File: config.mk
export PLATFORM = sky130hd
export DESIGN_NAME = weight_tile_scheduler
export DESIGN_NICKNAME = d
export VERILOG_FILES = /design/src/rtl/weight_tile_scheduler.sv
export SDC_FILE = /design/constraint.sdc
export NUM_CORES = 1
export LEC_CHECK = 0
export CAP_MARGIN = 0
export CORE_UTILIZATION = 35
export DETAILED_ROUTE_END_ITERATION = 8
export GPL_TIMING_DRIVEN = 0
export PLACE_DENSITY_LB_ADDON = 0.15
export SETUP_SLACK_MARGIN = 0.02
export SLEW_MARGIN = 20
export SYNTH_ARGS = -nofsm -noshare
export SYNTH_HDL_FRONTEND = slang
export SYNTH_SLANG_ARGS = --single-unit
File: constraint.sdc
create_clock -name clk -period 3.6 [get_ports clk]
set_clock_uncertainty 0.1 [all_clocks]
set_input_delay 0.54 -clock clk [delete_from_list [all_inputs] [get_ports clk]]
set_output_delay 0.54 -clock clk [all_outputs]
set_load 0.01 [all_outputs]
File: src/rtl/weight_tile_scheduler.sv
// weight_tile_scheduler: walks (od-pair, id) tiles, handshaking weight_controller and the PE array
module weight_tile_scheduler #(
    parameter int OD_W = 8,
    parameter int ID_W = 4
) (
    input  logic            clk,
    input  logic            reset_n,
    input  logic            cfg_wen_i,
    input  logic [7:0]      total_id_i,
    input  logic [OD_W-1:0] total_od_i,
    input  logic            run_start_i,
    output logic            busy_o,
    output logic            done_o,
    output logic            cfg_err_o,
    output logic [OD_W-1:0] weight_od1_o,
    output logic [OD_W-1:0] weight_od2_o,
    output logic            od2_valid_o,
    output logic [ID_W-1:0] weight_id_o,
    output logic            weight_prepare_o,
    output logic            weight_start_o,
    input  logic            weight_ready_i,
    input  logic            pe_done_i
);
    typedef enum logic [2:0] {IDLE, PREP, WAIT_RDY, START, COMPUTE, ADV, DONE} state_t;
    localparam logic [ID_W:0] ID_MAX = (ID_W+1)'(2**ID_W);
    localparam logic [OD_W:0] OD_TWO = (OD_W+1)'(2);
    state_t state_q, state_d;
    logic [ID_W:0] cfg_id_q, cfg_id_d, run_id_q, run_id_d;
    logic [OD_W-1:0] cfg_od_q, cfg_od_d, run_od_q, run_od_d, od2_q, od2_d;
    logic [OD_W:0] od1_q, od1_d, od2_inc;
    logic [ID_W-1:0] id_q, id_d;
    logic cfg_err_q, cfg_err_d, od2v_q, od2v_d, busy_q, busy_d, done_q, done_d;
    logic prep_q, prep_d, start_q, start_d, id_ovf, id_last;
    assign id_ovf  = total_id_i > 8'(ID_MAX);
    assign id_last = ({1'b0, id_q} + 1'b1) == run_id_q;
    // Next-state, index stepping and registered-output computation
    always_comb begin
        state_d   = state_q;
        cfg_id_d  = cfg_id_q;
        cfg_od_d  = cfg_od_q;
        cfg_err_d = cfg_err_q;
        run_id_d  = run_id_q;
        run_od_d  = run_od_q;
        od1_d     = od1_q;
        id_d      = id_q;
        busy_d    = busy_q;
        done_d    = 1'b0;
        prep_d    = 1'b0;
        start_d   = 1'b0;
        if (state_q == IDLE && cfg_wen_i) begin
            cfg_id_d  = id_ovf ? ID_MAX : total_id_i[ID_W:0];
            cfg_od_d  = total_od_i;
            cfg_err_d = id_ovf;
        end
        case (state_q)
            IDLE: if (run_start_i) begin
                busy_d   = 1'b1;
                run_id_d = cfg_id_q;
                run_od_d = cfg_od_q;
                od1_d    = '0;
                id_d     = '0;
                state_d  = (cfg_id_q == '0 || cfg_od_q == '0) ? DONE : PREP;
            end
            PREP: begin
                prep_d  = 1'b1;
                state_d = WAIT_RDY;
            end
            WAIT_RDY: state_d = weight_ready_i ? START : WAIT_RDY;
            START: begin
                start_d = 1'b1;
                state_d = COMPUTE;
            end
            COMPUTE: state_d = pe_done_i ? ADV : COMPUTE;
            ADV: begin
                id_d    = id_last ? '0 : id_q + 1'b1;
                od1_d   = id_last ? od1_q + OD_TWO : od1_q;
                state_d = (id_last && od1_q + OD_TWO >= {1'b0, run_od_q}) ? DONE : PREP;
            end
            DONE: begin
                done_d  = 1'b1;
                busy_d  = 1'b0;
                state_d = IDLE;
            end
            default: state_d = IDLE;
        endcase
        od2_inc = od1_d + 1'b1;
        od2v_d  = od2_inc < {1'b0, run_od_d};
        od2_d   = od2v_d ? od2_inc[OD_W-1:0] : od1_d[OD_W-1:0];
    end
    // State, configuration and output registers
    always_ff @(posedge clk or negedge reset_n) begin
        if (!reset_n) begin
            state_q   <= IDLE;
            cfg_id_q  <= '0;
            cfg_od_q  <= '0;
            cfg_err_q <= 1'b0;
            run_id_q  <= '0;
            run_od_q  <= '0;
            od1_q     <= '0;
            od2_q     <= '0;
            od2v_q    <= 1'b0;
            id_q      <= '0;
            busy_q    <= 1'b0;
            done_q    <= 1'b0;
            prep_q    <= 1'b0;
            start_q   <= 1'b0;
        end else begin
            state_q   <= state_d;
            cfg_id_q  <= cfg_id_d;
            cfg_od_q  <= cfg_od_d;
            cfg_err_q <= cfg_err_d;
            run_id_q  <= run_id_d;
            run_od_q  <= run_od_d;
            od1_q     <= od1_d;
            od2_q     <= od2_d;
            od2v_q    <= od2v_d;
            id_q      <= id_d;
            busy_q    <= busy_d;
            done_q    <= done_d;
            prep_q    <= prep_d;
            start_q   <= start_d;
        end
    end
    assign busy_o           = busy_q;
    assign done_o           = done_q;
    assign cfg_err_o        = cfg_err_q;
    assign weight_od1_o     = od1_q[OD_W-1:0];
    assign weight_od2_o     = od2_q;
    assign od2_valid_o      = od2v_q;
    assign weight_id_o      = id_q;
    assign weight_prepare_o = prep_q;
    assign weight_start_o   = start_q;
endmodule
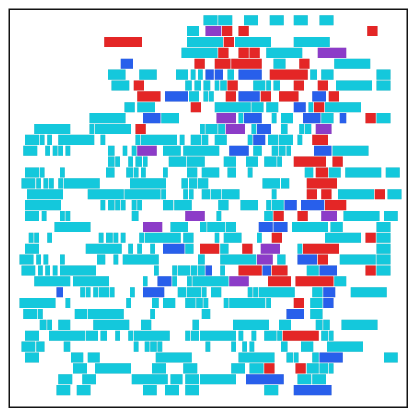
(images/sizing.png)
Drawn at 4 px/um.
[x1 and smaller] cyan | cells: 335
[x6 and larger] purple | cells: 12
[x3 and x4] red | cells: 52
[x2] blue | cells: 34

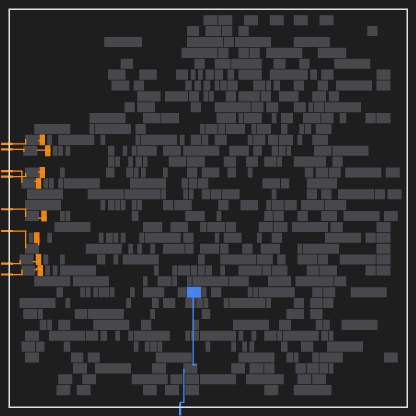
(images/port_trees.png)
Drawn at 4 px/um.
[pe_done_i] blue | bits: 1 | direction: input | edge: bottom | end cells: 1 | buffers: 1 | wire: 30.6 um
[total_od_i] orange | bits: 8 | direction: input | edge: left | end cells: 8 | buffers: 8 | wire: 54.8 um

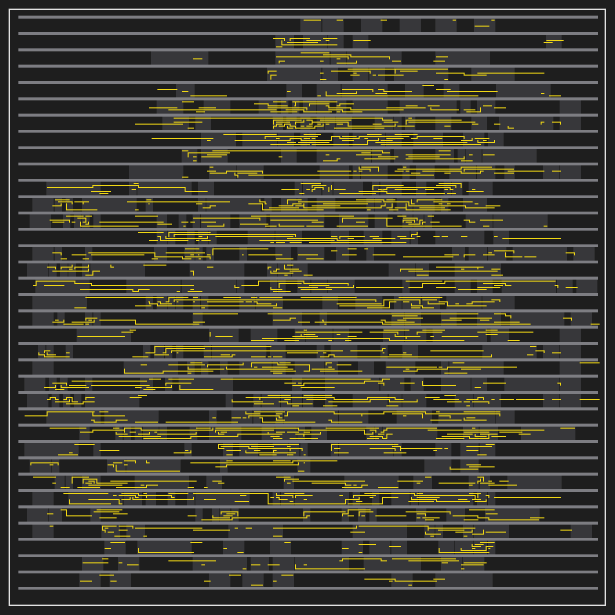
(images/m1.png)
Drawn at 6 px/um. Supply wires on this layer in gray. Cells faint in the background.
wire length on this layer: 3,840 um
main direction: horizontal
share of all routed wire: 48%
nets with wire on the layer: 430
longest straight run: 35.0 um
grt met1 use: 0.239
final WL: 8010 um

==> summary.txt <==
flow finished, numbers: Die Size 9820 um^2, placed instance area 3990 um^2, Chip Width 99.1 um, height of the chip 99.1 um, detailed placement HPWL 5770 um, n_diodes 0, outcome finished, violations left, max reg flops 9, aoi share 0.145, PostCTS Resize Cnt 19, worst vdd ir 261 uV, clock share of power 0.148, leakage power 2.02 nW, WP data arrival 3.81 ns, # DRC 0, M3 GR Usage 0.0260, # setup viols final 8, pre-CTS setup slack -0.887 ns, register with the most flip-flops od1_q, Slew Limit Fails 0, Ports 48, H-Tree Level Count 2, Yosys warning total 0, adder share 0.0682, overall routing resource usage 0.172, RSZ-0062 raised after global routing yes, final hold violation count 0, Syn Nets 391, clock slew at reported path FFs 0.10 ns, Top Layout Cells nand2_1 (58), dfrtp_1 (54), clkdlybuf4s50_1 (45), buf_4 (32), nor2_1 (25), GR peak layer met2, combinational power share 0.490, input/output buffers 47, failing checks setup timing, cts bufs inserted 5, Nets 472, Synth Cell Area 3300 um^2, worst hold path type in -> async, hold buffers post-CTS 0, CTS tree yes, Setup TNS -0.404 ns, max incr delay on CP 0.44 ns, Core ar. 9200 um^2, sw power 0.000964 W, clk ins delay skew pair 0.31 ns, syn avg cell area 9.40 um^2, endpoint type of the worst setup path flop, OpenROAD warnings 29, Area Growth Syn to Fin 34.7%, Worst EP required 3.71 ns, Largest cells by area dfrtp_1 (42%), ha_1 (6.8%), nand2_1 (6.7%), fp util 0.359, critical path's top delay family AND-OR/OR-AND gates, sequential cell fraction of total power 0.362, Bufs and invs on worst path 3, pin count of the biggest net entering global routing 32, non-filler cells, final 544, worst setup margin -0.101 ns, Critical Path Source Type flop, seq pwr 0.000894 W, YS chip area 3300 um^2, flip-flops with a built-in enable 0, crit path max-delay cell type dfrtp_2, number of global-route vias before repair 2,574, initial antenna violation count 0, XOR Share, Synth 0.0686, met3 WL post-DR 226 um, count leader, synth nand2_1, # clock sinks 56, Pwr Density 556 nW/um^2, Top-area cell share 0.425, DR iter-0 viols 136, clk root buf clkbuf_8, Power Clock 0.000366 W, Vias 2,696, Detail Route Antenna Nets 0, Pre-Repair DR Iteration Count 4, CP Max Fanout 8, global route overflow 0, Final Util 0.483, dpl cells 511, Synth Instances 351, std cell rows 35, drt wl/cell 14.7 um
path summary, 6_finish.rpt:
kind	from	endpoint	slack (ns)	depth (start not counted)
setup / recovery	weight_id_o[1]	weight_od2_o[1]	-0.10	16
hold / removal	reset_n	weight_od2_o[4]	0.02	1
setup reg to reg	weight_id_o[1]	weight_od2_o[1]	-0.10	16
hold reg to reg	run_id_q[1]	run_id_q[1]	0.41	2
max in group asynchronous	reset_n	run_od_q[3]	2.89	2
min in group clk	run_id_q[1]	run_id_q[1]	0.41	2
area by class of cell:
type	instances	area, um^2	area share
timing repair buffer	75	698	0.157
buffer	19	125	0.0281
sequential	56	1400	0.316
clock inverter	1	7.51	0.00169
tap	111	139	0.0312
multi-input combinational	252	1900	0.427
inverter	23	86.3	0.0194
clock buffer	7	86.3	0.0194
Power and IR drop assume default switching activity.
